`config.mk`:
```
export PLATFORM = sky130hd
export DESIGN_NAME = rsc_encoder_flat
export DESIGN_NICKNAME = d
export VERILOG_FILES = /design/src/rtl/rsc_encoder_if.sv /design/src/rtl/rsc_encoder.sv /design/src/flat_wrapper.sv
export SDC_FILE = /design/constraint.sdc
export NUM_CORES = 1
export LEC_CHECK = 0
export CORE_MARGIN = 10
export CORE_UTILIZATION = 46
export DETAILED_ROUTE_END_ITERATION = 6
export PLACE_DENSITY_LB_ADDON = 0.08
export SLEW_MARGIN = 40
export SYNTH_ARGS = -nofsm -noshare
export SYNTH_HDL_FRONTEND = slang
export SYNTH_SLANG_ARGS = --single-unit
```
`constraint.sdc`:
```
create_clock -name clk -period 2.3 [get_ports clk]
set_input_delay 0.23 -clock clk [delete_from_list [all_inputs] [get_ports clk]]
set_output_delay 0.23 -clock clk [all_outputs]
set_load 0.02 [all_outputs]
```
`src/rtl/rsc_encoder_if.sv`:
```
// Handshake bundle between the RSC encoder and its bit source / symbol sink.
// The master side drives the data bits and accepts the symbol pairs; the encoder is the slave.
interface rsc_encoder_if;
  logic               in_valid;
  logic               in_ready;
  logic               in_bit;
  logic               out_valid;
  logic               out_ready;
  logic               sys_bit;
  logic               par_bit;
  logic signed [15:0] sys_sym;
  logic signed [15:0] par_sym;
  logic               out_tail;
  logic               out_last;

  modport master (
    output in_valid, in_bit, out_ready,
    input  in_ready, out_valid, sys_bit, par_bit, sys_sym, par_sym, out_tail, out_last
  );

  modport slave (
    input  in_valid, in_bit, out_ready,
    output in_ready, out_valid, sys_bit, par_bit, sys_sym, par_sym, out_tail, out_last
  );
endinterface

```
`src/rtl/rsc_encoder.sv`:
```
// Rate-1/2 recursive systematic convolutional encoder (feedback 7, feedforward 5 octal)
// with two trellis-termination tail steps per frame and bipolar 16-bit symbol output.
module rsc_encoder #(
  parameter int                 FRAME_LEN = 16,
  parameter logic signed [15:0] AMP       = 16'sd1024
) (
  input logic          clk,
  input logic          rst_n,
  rsc_encoder_if.slave bus
);

  localparam int            CW        = $clog2(FRAME_LEN + 1);
  localparam logic [CW-1:0] LAST_DATA = CW'(FRAME_LEN - 1);
  localparam logic [CW-1:0] LAST_TAIL = CW'(1);

  typedef enum logic {DATA, TAIL} state_e;

  state_e             state_q, state_d;
  logic [CW-1:0]      cnt_q, cnt_d;
  logic               s1_q, s1_d, s2_q, s2_d;
  logic               valid_q, valid_d;
  logic               sys_q, sys_d, par_q, par_d;
  logic               tail_q, tail_d, last_q, last_d;
  logic signed [15:0] sys_sym_q, sys_sym_d, par_sym_q, par_sym_d;

  logic slot_free, in_ready_c, step, u, a, p;

  always_comb begin
    state_d   = state_q;
    cnt_d     = cnt_q;
    s1_d      = s1_q;
    s2_d      = s2_q;
    valid_d   = valid_q;
    sys_d     = sys_q;
    par_d     = par_q;
    tail_d    = tail_q;
    last_d    = last_q;
    sys_sym_d = sys_sym_q;
    par_sym_d = par_sym_q;

    slot_free  = !valid_q || bus.out_ready;
    in_ready_c = (state_q == DATA) && slot_free;
    step       = (state_q == DATA) ? (bus.in_valid && in_ready_c) : slot_free;
    // Tail input u = s1^s2 cancels the feedback so a=0 and the state flushes to zero.
    u = (state_q == DATA) ? bus.in_bit : (s1_q ^ s2_q);
    a = u ^ s1_q ^ s2_q;
    p = a ^ s2_q;

    if (valid_q && bus.out_ready) begin
      valid_d = 1'b0;
    end

    if (step) begin
      s1_d      = a;
      s2_d      = s1_q;
      valid_d   = 1'b1;
      sys_d     = u;
      par_d     = p;
      sys_sym_d = u ? -AMP : AMP;
      par_sym_d = p ? -AMP : AMP;
      tail_d    = (state_q == TAIL);
      last_d    = (state_q == TAIL) && (cnt_q == LAST_TAIL);

      if (state_q == DATA) begin
        if (cnt_q == LAST_DATA) begin
          state_d = TAIL;
          cnt_d   = '0;
        end else begin
          cnt_d = cnt_q + CW'(1);
        end
      end else begin
        if (cnt_q == LAST_TAIL) begin
          state_d = DATA;
          cnt_d   = '0;
        end else begin
          cnt_d = cnt_q + CW'(1);
        end
      end
    end
  end

  always_ff @(posedge clk or negedge rst_n) begin
    if (!rst_n) begin
      state_q   <= DATA;
      cnt_q     <= '0;
      s1_q      <= 1'b0;
      s2_q      <= 1'b0;
      valid_q   <= 1'b0;
      sys_q     <= 1'b0;
      par_q     <= 1'b0;
      tail_q    <= 1'b0;
      last_q    <= 1'b0;
      sys_sym_q <= '0;
      par_sym_q <= '0;
    end else begin
      state_q   <= state_d;
      cnt_q     <= cnt_d;
      s1_q      <= s1_d;
      s2_q      <= s2_d;
      valid_q   <= valid_d;
      sys_q     <= sys_d;
      par_q     <= par_d;
      tail_q    <= tail_d;
      last_q    <= last_d;
      sys_sym_q <= sys_sym_d;
      par_sym_q <= par_sym_d;
    end
  end

  assign bus.in_ready  = in_ready_c;
  assign bus.out_valid = valid_q;
  assign bus.sys_bit   = sys_q;
  assign bus.par_bit   = par_q;
  assign bus.sys_sym   = sys_sym_q;
  assign bus.par_sym   = par_sym_q;
  assign bus.out_tail  = tail_q;
  assign bus.out_last  = last_q;

endmodule

```
`src/flat_wrapper.sv`:
```
// flat-port wrapper written by rule: the top's interface ports become plain ports
module rsc_encoder_flat 
#(
  parameter int                 FRAME_LEN = 16,
  parameter logic signed [15:0] AMP       = 16'sd1024
)
  (clk, rst_n, bus_in_valid, bus_in_bit, bus_out_ready, bus_in_ready, bus_out_valid, bus_sys_bit, bus_par_bit, bus_sys_sym, bus_par_sym, bus_out_tail, bus_out_last);
  rsc_encoder_if bus_i ();
  input logic clk;
  input logic rst_n;
  input wire logic [$bits(bus_i.in_valid)-1:0] bus_in_valid;
  input wire logic [$bits(bus_i.in_bit)-1:0] bus_in_bit;
  input wire logic [$bits(bus_i.out_ready)-1:0] bus_out_ready;
  output wire logic [$bits(bus_i.in_ready)-1:0] bus_in_ready;
  output wire logic [$bits(bus_i.out_valid)-1:0] bus_out_valid;
  output wire logic [$bits(bus_i.sys_bit)-1:0] bus_sys_bit;
  output wire logic [$bits(bus_i.par_bit)-1:0] bus_par_bit;
  output wire logic [$bits(bus_i.sys_sym)-1:0] bus_sys_sym;
  output wire logic [$bits(bus_i.par_sym)-1:0] bus_par_sym;
  output wire logic [$bits(bus_i.out_tail)-1:0] bus_out_tail;
  output wire logic [$bits(bus_i.out_last)-1:0] bus_out_last;
  assign bus_i.in_valid = bus_in_valid;
  assign bus_i.in_bit = bus_in_bit;
  assign bus_i.out_ready = bus_out_ready;
  assign bus_in_ready = bus_i.in_ready;
  assign bus_out_valid = bus_i.out_valid;
  assign bus_sys_bit = bus_i.sys_bit;
  assign bus_par_bit = bus_i.par_bit;
  assign bus_sys_sym = bus_i.sys_sym;
  assign bus_par_sym = bus_i.par_sym;
  assign bus_out_tail = bus_i.out_tail;
  assign bus_out_last = bus_i.out_last;
  rsc_encoder #(.FRAME_LEN(FRAME_LEN), .AMP(AMP)) u_core (.clk(clk), .rst_n(rst_n), .bus(bus_i));
endmodule
```
Fig. 1: track usage over the die
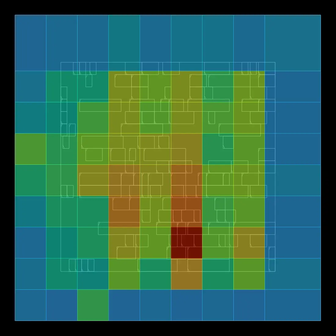
Overall Global Routing Usage: 8.860%
met1 GRT Util: 10.80%
met2 usage: 13.38%
Most Crowded Layer GR: met2
met3 Track Usage GR: 3.471%

Fig. 2: wiring by layer
The bar under the picture is 20 um long. Only two layers are drawn.
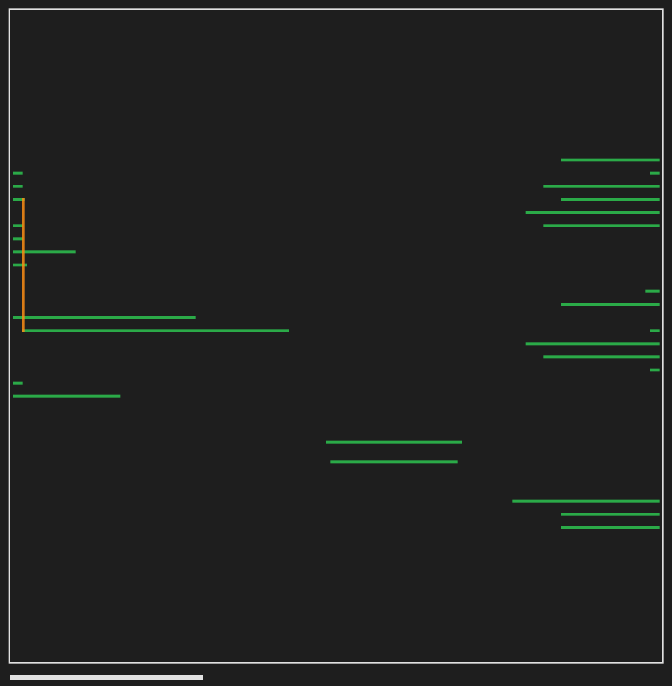
Key: metal 3 = green [wire length 225 um]; metal 4 = orange [wire length 13.6 um]

==> results.cfg <==
; implementation run metrics
[synth]
yosys.area.top_type_share_pct = 33.65
synthCells = 104
edf_count = 0
fa_ha_area_share_pct = 3.606
syn_avg_cell_area_um2 = 10.01
simple_gate_area_share_pct = 16.47

[setup_path]
r2r.worst_path.cells = 3
setup.worst_path.start = u_core.state_q
path_buffers = 1
crit_family = buffers and inverters
crit_arrival_ns = 1.66
path_cells = nor2_1 > clkdlybuf4s50_1
reg2reg_from = u_core.state_q

[final_timing]
worst_pin_slew_ns = 0.6389
layout_worst_path_cycle_share_pct = 82.37
timing.hold.ws_ns = 0.3346

[layout]
flop_area_um2 = 350.3
largest_register = u_core.cnt_q
finish.utilization_pct = 52.20
seq_area_share_pct = 30.63
syn_to_final_growth_pct = 9.856
flops = 14

[drt]
vias = 690
ant_nets = 0
remaining_drc_errors = 0

[cts]
cts-root-buf = clkbuf_4
clkLatencyLatePin_ns = 0.28

[run_status]
status = finished, final reports clean

[power_and_ir_drop]
top_power_group = combinational cells
power_leakage_nw = 0.4852

[placement]
placed_area_um2 = 1107
dp.cells = 139
Fig. 3: close-up of the layout
The bar under the picture is 5 um long. Region (41, 41) to (61, 61) um. Cells in gray, sequential cells in the stronger gray; small squares are vias.
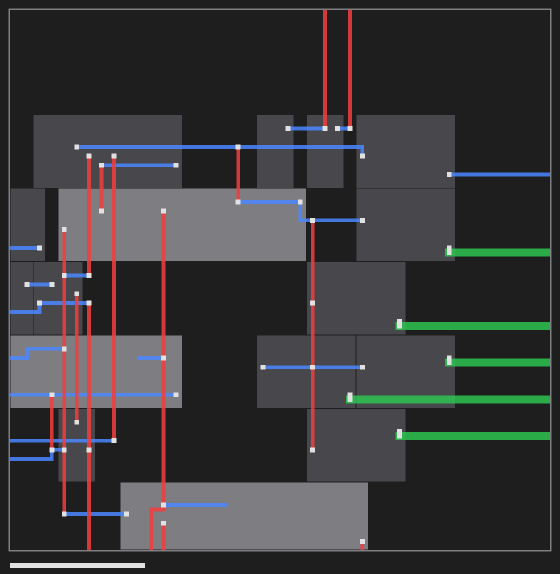
Key: metal 2 = red; metal 3 = green; metal 1 = blue
14 logic cells have their middle in the window. Sequential cells in the window: 3. Most frequent: clkdlybuf4s50_1 (6), dfrtp_1 (3), conb_1 (2).

